**src/rtl/load_store_unit.sv**
```systemverilog
// rtl/load_store_unit.sv - byte/halfword/word load-store unit with read-modify-write sub-word stores
// Single request in flight; sub-word stores merge into the current memory word before writing.
module load_store_unit #(
    parameter int MEM_BYTES = 1024
) (
    input  logic        clk,
    input  logic        rst,
    input  logic        req_valid,
    output logic        req_ready,
    input  logic        req_write,
    input  logic [1:0]  req_size,
    input  logic        req_unsigned,
    input  logic [31:0] req_addr,
    input  logic [31:0] req_wdata,
    output logic        resp_valid,
    output logic [31:0] resp_rdata,
    output logic        resp_misaligned,
    output logic        resp_fault,
    output logic        mem_read,
    output logic        mem_write,
    output logic [31:0] mem_addr,
    output logic [31:0] mem_wd,
    input  logic [31:0] mem_rd
);

    typedef enum logic [2:0] {
        IDLE,
        LOAD,
        RMW_READ,
        WRITE,
        RESP
    } state_t;

    localparam logic [32:0] ADDR_LIMIT = 33'(MEM_BYTES);

    state_t      state_q, state_d;
    logic [31:0] addr_q, addr_d;
    logic [1:0]  size_q, size_d;
    logic        write_q, write_d;
    logic        unsigned_q, unsigned_d;
    logic [31:0] wdata_q, wdata_d;
    logic [31:0] rmw_q, rmw_d;
    logic        resp_valid_q, resp_valid_d;
    logic [31:0] resp_rdata_q, resp_rdata_d;
    logic        resp_mis_q, resp_mis_d;
    logic        resp_fault_q, resp_fault_d;

    logic        req_fault;
    logic        req_mis;
    logic [31:0] rd_shifted;
    logic [31:0] load_data;
    logic [31:0] store_word;

    assign req_fault = (req_size == 2'b11) || ({1'b0, req_addr} >= ADDR_LIMIT);
    assign req_mis   = ((req_size == 2'b01) && req_addr[0]) ||
                       ((req_size == 2'b10) && (req_addr[1:0] != 2'b00));

    // Bring the addressed lane down to bit 0, then extend to 32 bits.
    assign rd_shifted = mem_rd >> {addr_q[1:0], 3'b000};

    always_comb begin
        load_data = mem_rd;
        case (size_q)
            2'b00: load_data = unsigned_q ? {24'h0, rd_shifted[7:0]}
                                          : {{24{rd_shifted[7]}}, rd_shifted[7:0]};
            2'b01: load_data = unsigned_q ? {16'h0, rd_shifted[15:0]}
                                          : {{16{rd_shifted[15]}}, rd_shifted[15:0]};
            default: load_data = mem_rd;
        endcase
    end

    always_comb begin
        store_word = rmw_q;
        case (size_q)
            2'b00: store_word[{addr_q[1:0], 3'b000} +: 8] = wdata_q[7:0];
            2'b01: store_word[{addr_q[1], 4'b0000} +: 16] = wdata_q[15:0];
            default: store_word = wdata_q;
        endcase
    end

    always_comb begin
        state_d      = state_q;
        addr_d       = addr_q;
        size_d       = size_q;
        write_d      = write_q;
        unsigned_d   = unsigned_q;
        wdata_d      = wdata_q;
        rmw_d        = rmw_q;
        resp_valid_d = 1'b0;
        resp_rdata_d = 32'h0;
        resp_mis_d   = 1'b0;
        resp_fault_d = 1'b0;
        case (state_q)
            IDLE: begin
                if (req_valid) begin
                    addr_d     = req_addr;
                    size_d     = req_size;
                    write_d    = req_write;
                    unsigned_d = req_unsigned;
                    wdata_d    = req_wdata;
                    if (req_fault || req_mis) begin
                        state_d      = RESP;
                        resp_valid_d = 1'b1;
                        resp_fault_d = req_fault;
                        resp_mis_d   = req_mis && !req_fault;
                    end else if (!req_write) begin
                        state_d = LOAD;
                    end else if (req_size == 2'b10) begin
                        state_d = WRITE;
                    end else begin
                        state_d = RMW_READ;
                    end
                end
            end
            LOAD: begin
                state_d      = RESP;
                resp_valid_d = 1'b1;
                resp_rdata_d = load_data;
            end
            RMW_READ: begin
                state_d = WRITE;
                rmw_d   = mem_rd;
            end
            WRITE: begin
                state_d      = RESP;
                resp_valid_d = 1'b1;
            end
            RESP: begin
                state_d = IDLE;
            end
            default: begin
                state_d = IDLE;
            end
        endcase
    end

    always_ff @(posedge clk) begin
        if (rst) begin
            state_q      <= IDLE;
            addr_q       <= 32'h0;
            size_q       <= 2'b00;
            write_q      <= 1'b0;
            unsigned_q   <= 1'b0;
            wdata_q      <= 32'h0;
            rmw_q        <= 32'h0;
            resp_valid_q <= 1'b0;
            resp_rdata_q <= 32'h0;
            resp_mis_q   <= 1'b0;
            resp_fault_q <= 1'b0;
        end else begin
            state_q      <= state_d;
            addr_q       <= addr_d;
            size_q       <= size_d;
            write_q      <= write_d;
            unsigned_q   <= unsigned_d;
            wdata_q      <= wdata_d;
            rmw_q        <= rmw_d;
            resp_valid_q <= resp_valid_d;
            resp_rdata_q <= resp_rdata_d;
            resp_mis_q   <= resp_mis_d;
            resp_fault_q <= resp_fault_d;
        end
    end

    // rst gates the handshake and the write strobe so nothing commits while reset is held.
    assign req_ready       = (state_q == IDLE) && !rst;
    assign mem_read        = (state_q == LOAD) || (state_q == RMW_READ);
    assign mem_write       = (state_q == WRITE) && !rst;
    assign mem_addr        = (state_q == LOAD || state_q == RMW_READ || state_q == WRITE)
                             ? {addr_q[31:2], 2'b00} : 32'h0;
    assign mem_wd          = (state_q == WRITE) ? store_word : 32'h0;
    assign resp_valid      = resp_valid_q;
    assign resp_rdata      = resp_rdata_q;
    assign resp_misaligned = resp_mis_q;
    assign resp_fault      = resp_fault_q;

    logic unused_write;
    assign unused_write = write_q;

endmodule

```
**config.mk**
```make
export PLATFORM = sky130hd
export DESIGN_NAME = load_store_unit
export DESIGN_NICKNAME = d
export VERILOG_FILES = /design/src/rtl/load_store_unit.sv
export SDC_FILE = /design/constraint.sdc
export NUM_CORES = 1
export LEC_CHECK = 0
export CAP_MARGIN = 20
export CORE_MARGIN = 4
export CORE_UTILIZATION = 42
export DETAILED_ROUTE_END_ITERATION = 10
export PLACE_DENSITY_LB_ADDON = 0.05
export SLEW_MARGIN = 5
export SYNTH_ARGS = -nofsm -noshare
export SYNTH_HDL_FRONTEND = slang
export SYNTH_SLANG_ARGS = --single-unit
```
**constraint.sdc**
```tcl
create_clock -name clk -period 2.4 [get_ports clk]
set_clock_uncertainty 0.1 [all_clocks]
set_input_delay 0.6 -clock clk [delete_from_list [all_inputs] [get_ports clk]]
set_output_delay 0.6 -clock clk [all_outputs]
set_load 0.05 [all_outputs]
```
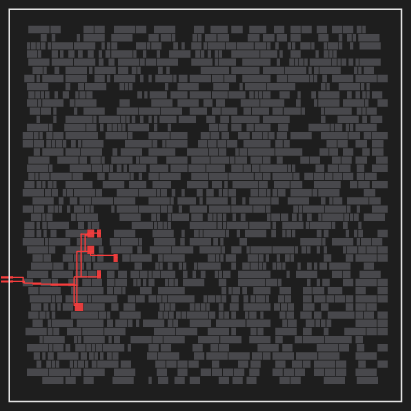
Fig. 1. Nets reached from selected ports (run 1).
Drawn at 3 px/um.
[`req_size`] red | bits: 2 | direction: input | end cells: 6 | buffers: 2 | wire: 122 um

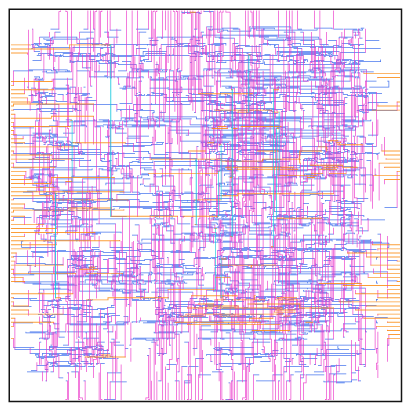
Fig. 2. Metal layers overlaid (run 1).
Drawn at 3 px/um.
[met3] orange | wire length: 1770 um
[met2] magenta | wire length: 11500 um
[met1] blue | wire length: 9230 um
[met4] cyan | wire length: 372 um
DR WL/cell: 18.9 um
WL final: 22900 um
vias: 6726
GRT Resource Usage Total: 26.3%

==> results.yml, run 1 <==
# generated from flow reports
worst_hold_path:
  hold_path_end: "unsigned_q$_SDFFE_PP0P_"
  holdPathStages: 2
  hp-start: "rst"
yosys:
  adder_share_pct: 0.996
  ys_sh_aoi_pct: 23.4
  netlist_instances: 802
  synth.logic.top_family: "simple AND/OR/NAND/NOR gates"
  ys_cells: 802
  ys_warn_count: 0
  common_cells: "nand2_1 (224), dfxtp_1 (137), a21oi_1 (132)"
  syn_area_per_cell_um2: 7.83
  synth.distinct_cells: 53
  synth_chip_area_mm2: 0.00628
  top_area_cell: "dfxtp_1"
  netlist_area_mm2: 0.00628
  ys_seq_share_pct: 43.7
  synthXorXnorAreaFrac_pct: 0.139
  yosys-mux-area-fraction_pct: 3.19
  yosys-top-cells-area: "dfxtp_1 (44%), nand2_1 (13%), a21oi_1 (11%)"
worst_setup_path:
  timing.rr.end: "resp_rdata[29]$_SDFF_PP0_"
  crit_type: "reg2out"
  start_kind: "register"
  r2r_cells: 7
  critPathSlowestCell: "dfxtp_4"
  path_cells: "inv_8 > ha_4 > nor4bb_4 > buf_6 > a221oi_2 > a211o_1 > a21oi_4 > buf_12"
  max_stage_delay_ns: 0.39
  cp_data_required_time_ns: 1.70
  crit_start: "addr_q[0]$_SDFFE_PP0P_"
  r2r_start: "size_q[1]$_SDFFE_PP0P_"
  crit_fanout: 8
detailed_routing:
  ant_nets: 0
  drcViolationCount: 0
  viasPerCell: 5.56
  drt_iter0_drc: 489
  drt_pass1_iterations: 5
floorplanning:
  chipArea_mm2: 0.0170
  die_h_um: 130
  core_mm2: 0.0146
  rows: 44
  fp_util_pct: 43.0
final_layout:
  layout_top_cell: "nand2_1"
  lay_top_cells: "nand2_1 (221), clkdlybuf4s50_1 (136), dfxtp_1 (132)"
  comb_share_pct: 37.1
  synthToLayoutAreaGrowth_pct: 68.9
  drive_above_1_share_pct: 24.1
  clk_share_pct: 5.70
  regArea_mm2: 0.00276
  fin_area_mm2: 0.0106
  buffers: 259
  dominant_cells: "logic gates"
  final_cells: 1210
  nonClkBufAreaFrac_pct: 28.7
  logic_gates: 594
  n_clock_buffer: 22
  logic_area_mm2: 0.00394
clock_tree:
  cts_sinks: 137
  cts_setup_buffers: 3
  clockBufferDepth: 2
  cts_tree: "built"
  path_clk_slew_ns: 0.06
  ctsResizeCount: 42
  htree_levels: 4
grt:
  grt-ovfl-total: 0
  antenna_found_initial: 0
  grt_max_degree: 91
  grt_pass1_vias: 6639
flow_run:
  warning_count: 33
final_timing:
  fmax_mhz: 339
  relSlewSlack_pct: 29.6
  worst_slack_ns: -0.551
  tns_ns: -14.44
  drv_slew: 0
  period_used_pct: 123
  rsz0062_at_grt: "yes"
  finalSetupViolations: 32
  worstMarginPinSlew_ns: 1.06
placed_design:
  port_buffers: 202
  dp.cells: 1172
  gp_congestion: 0.940
  place_ws_ns: -0.157
status:
  violations: "negative setup slack"
  status: "finished with violations"
power_and_ir_drop:
  p_per_area_mw_per_mm2: 555
  p_leak_nw: 3.88
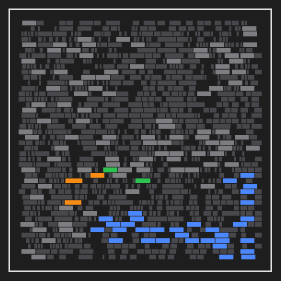
Fig. 3. Where the registers sit (run 1).
Drawn at 2 px/um.
[`size_q`] green | placed flops: 2
[`state_q`] orange | placed flops: 3
[`resp_rdata`] blue | placed flops: 32

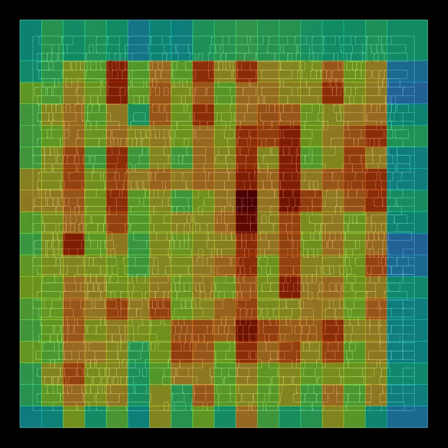
Fig. 4. Routing congestion (run 1).
gr busiest metal: met2
M1 GR Usage: 32.1%
post-route core utilization: 72.7%
met2 usage: 44.7%
met3 GRT Util: 8.19%

==> run 1: cell families after synthesis <==
group	after synthesis
fa+ha+maj	5
buf+inv	72
simple gates	336
mux	18
other cells	1
compound gates	232
xor+xnor	1
flops	137
==> run 1: report_power, final <==
part,total (W),internal [W],switching (W)
clock,0.00268,0.00173,0.000954
sequential,0.00241,0.00234,0.0000707
combinational,0.000796,0.000372,0.000424
total,0.00589,0.00444,0.00145
==> run 1: worst max-delay path: cells and delay by family (launching register included) <==
kind	cells	cell delay (ns)
compound gates	3	0.56
flops	1	0.39
buf+inv	3	0.37
simple gates	1	0.27
fa+ha+maj	1	0.23
==> run 1: metal layers <==
metal,GRT usage [%],vias up,wire length (um)
li1,-,3202,-
met1,32.1,3249,9230
met2,44.7,246,11500
met3,8.19,29,1770
met4,7.89,0,371
met5,0,-,0
Fig. 5: run 1, pin map
Drawn at 2 px/um. Pins as bars across the die edge, other pins in grey.
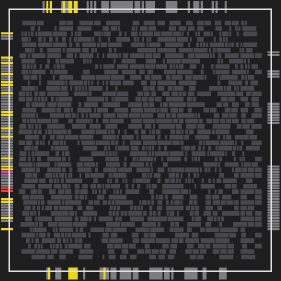

==> run 2: changes to the inputs <==
--- a/config.mk
+++ b/config.mk
@@ -6,6 +6,7 @@
 export NUM_CORES = 1
 export LEC_CHECK = 0
 export CAP_MARGIN = 20
+export CORE_ASPECT_RATIO = 0.5
 export CORE_MARGIN = 4
 export CORE_UTILIZATION = 42
 export DETAILED_ROUTE_END_ITERATION = 10
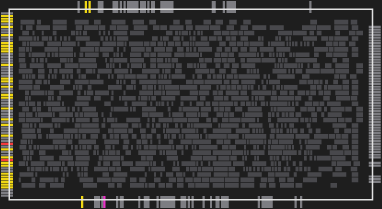
Fig. 6. Pin map (run 2).
Drawn at 2 px/um. Pins as bars across the die edge, other pins in grey.
[`mem_addr`] yellow | pins: 32 | direction: output | edge: 29 left, 2 top, 1 bottom
[`resp_misaligned`] magenta | pins: 1 | direction: output | edge: bottom
[`req_size`] red | pins: 2 | direction: input | edge: left

==> results.yml, run 2 <==
# generated from flow reports
status:
  status: "finished with violations"
  violations: "negative setup slack"
final_layout:
  comb_share_pct: 36.3
  dominant_cells: "logic gates"
  layout_top_cell: "nand2_1"
  clk_share_pct: 6.13
  fin_area_mm2: 0.0105
  logic_area_mm2: 0.00383
power_and_ir_drop:
  powerComb_w: 0.000748
  pwr-share-comb_pct: 12.3
  maxPowerGroup: "the clock network"
  p_per_area_mw_per_mm2: 577
grt:
  use_met3_pct: 10.6
  grtUsageMet2_pct: 39.4
  grt_pass1_vias: 6316
  grt-ovfl-total: 0
  busiest_layer: "met2"
final_timing:
  finalSetupViolations: 32
  worst_slack_ns: -0.568
  relSlewSlack_pct: 65.4
  fmax_mhz: 337
  period_used_pct: 124
worst_setup_path:
  start_kind: "register"
  cp_data_required_time_ns: 1.70
  path_cells: "inv_6 > ha_4 > nor4bb_1 > buf_4 > a221oi_1 > a211o_1 > a21oi_4 > buf_12"
  max_stage_delay_ns: 0.38
  crit_fanout: 8
  path_buffers: 3
  cp_top_family: "AND-OR/OR-AND gates"
  crit_type: "reg2out"
yosys:
  common_cells: "nand2_1 (224), dfxtp_1 (137), a21oi_1 (132)"
  ys_warn_count: 0
  synth_chip_area_mm2: 0.00628
  yosys-top-cells-area: "dfxtp_1 (44%), nand2_1 (13%), a21oi_1 (11%)"
  netlist_instances: 802
  netlist_area_mm2: 0.00628
  synth.distinct_cells: 53
detailed_routing:
  viasPerCell: 5.43
  wl_met3_um: 2770
  num_vias: 6638
  m1WireLength_um: 9600
  wl_per_cell_um: 18.3
clock_tree:
  cts_setup_buffers: 3
  path_clk_slew_ns: 0.06
placed_design:
  place_ws_ns: -0.156
floorplanning:
  fp_util_pct: 43.2
  chipArea_mm2: 0.0171
  core_mm2: 0.0145
flow_run:
  warning_count: 33
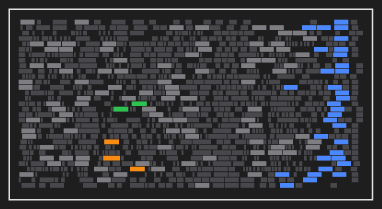
Fig. 7. Where the registers sit (run 2).
Drawn at 2 px/um.
[`size_q`] green | placed flops: 2
[`state_q`] orange | placed flops: 3
[`resp_rdata`] blue | placed flops: 32 | where: a vertical strip on the right
post-route core utilization: 72.5%
Flop+latch power: 0.00241 W
Seq/total area: 26.2%
FF/Latch Area: 0.00276 mm2

## run 2: path summary, 6_finish.rpt
path                           start                   endpoint  slack [ns]  depth (start not counted)
max           addr_q[1]$_SDFFE_PP0P_                 mem_wd[24]       -0.57                          8
min                              rst    state_q[2]$_SDFFE_PP0P_        0.35                          2
max reg2reg   size_q[1]$_SDFFE_PP0P_  resp_rdata[27]$_SDFF_PP0_        0.30                          7
min reg2reg  addr_q[16]$_SDFFE_PP0P_    addr_q[16]$_SDFFE_PP0P_        0.35                          2
## run 2: logic make-up (layout without fill, tap and decap cells)
logic type	after synthesis	after routing	share of synthesized area (%)
simple gates	336	336	23.6
compound gates	232	232	23.4
flops	137	137	43.7
buf+inv	72	294	4.98
mux	18	18	3.19
fa+ha+maj	5	5	0.996
other cells	1	2	0.0597
xor+xnor	1	1	0.139
Power figures rest on the tool's default switching activity, not on a simulated workload.
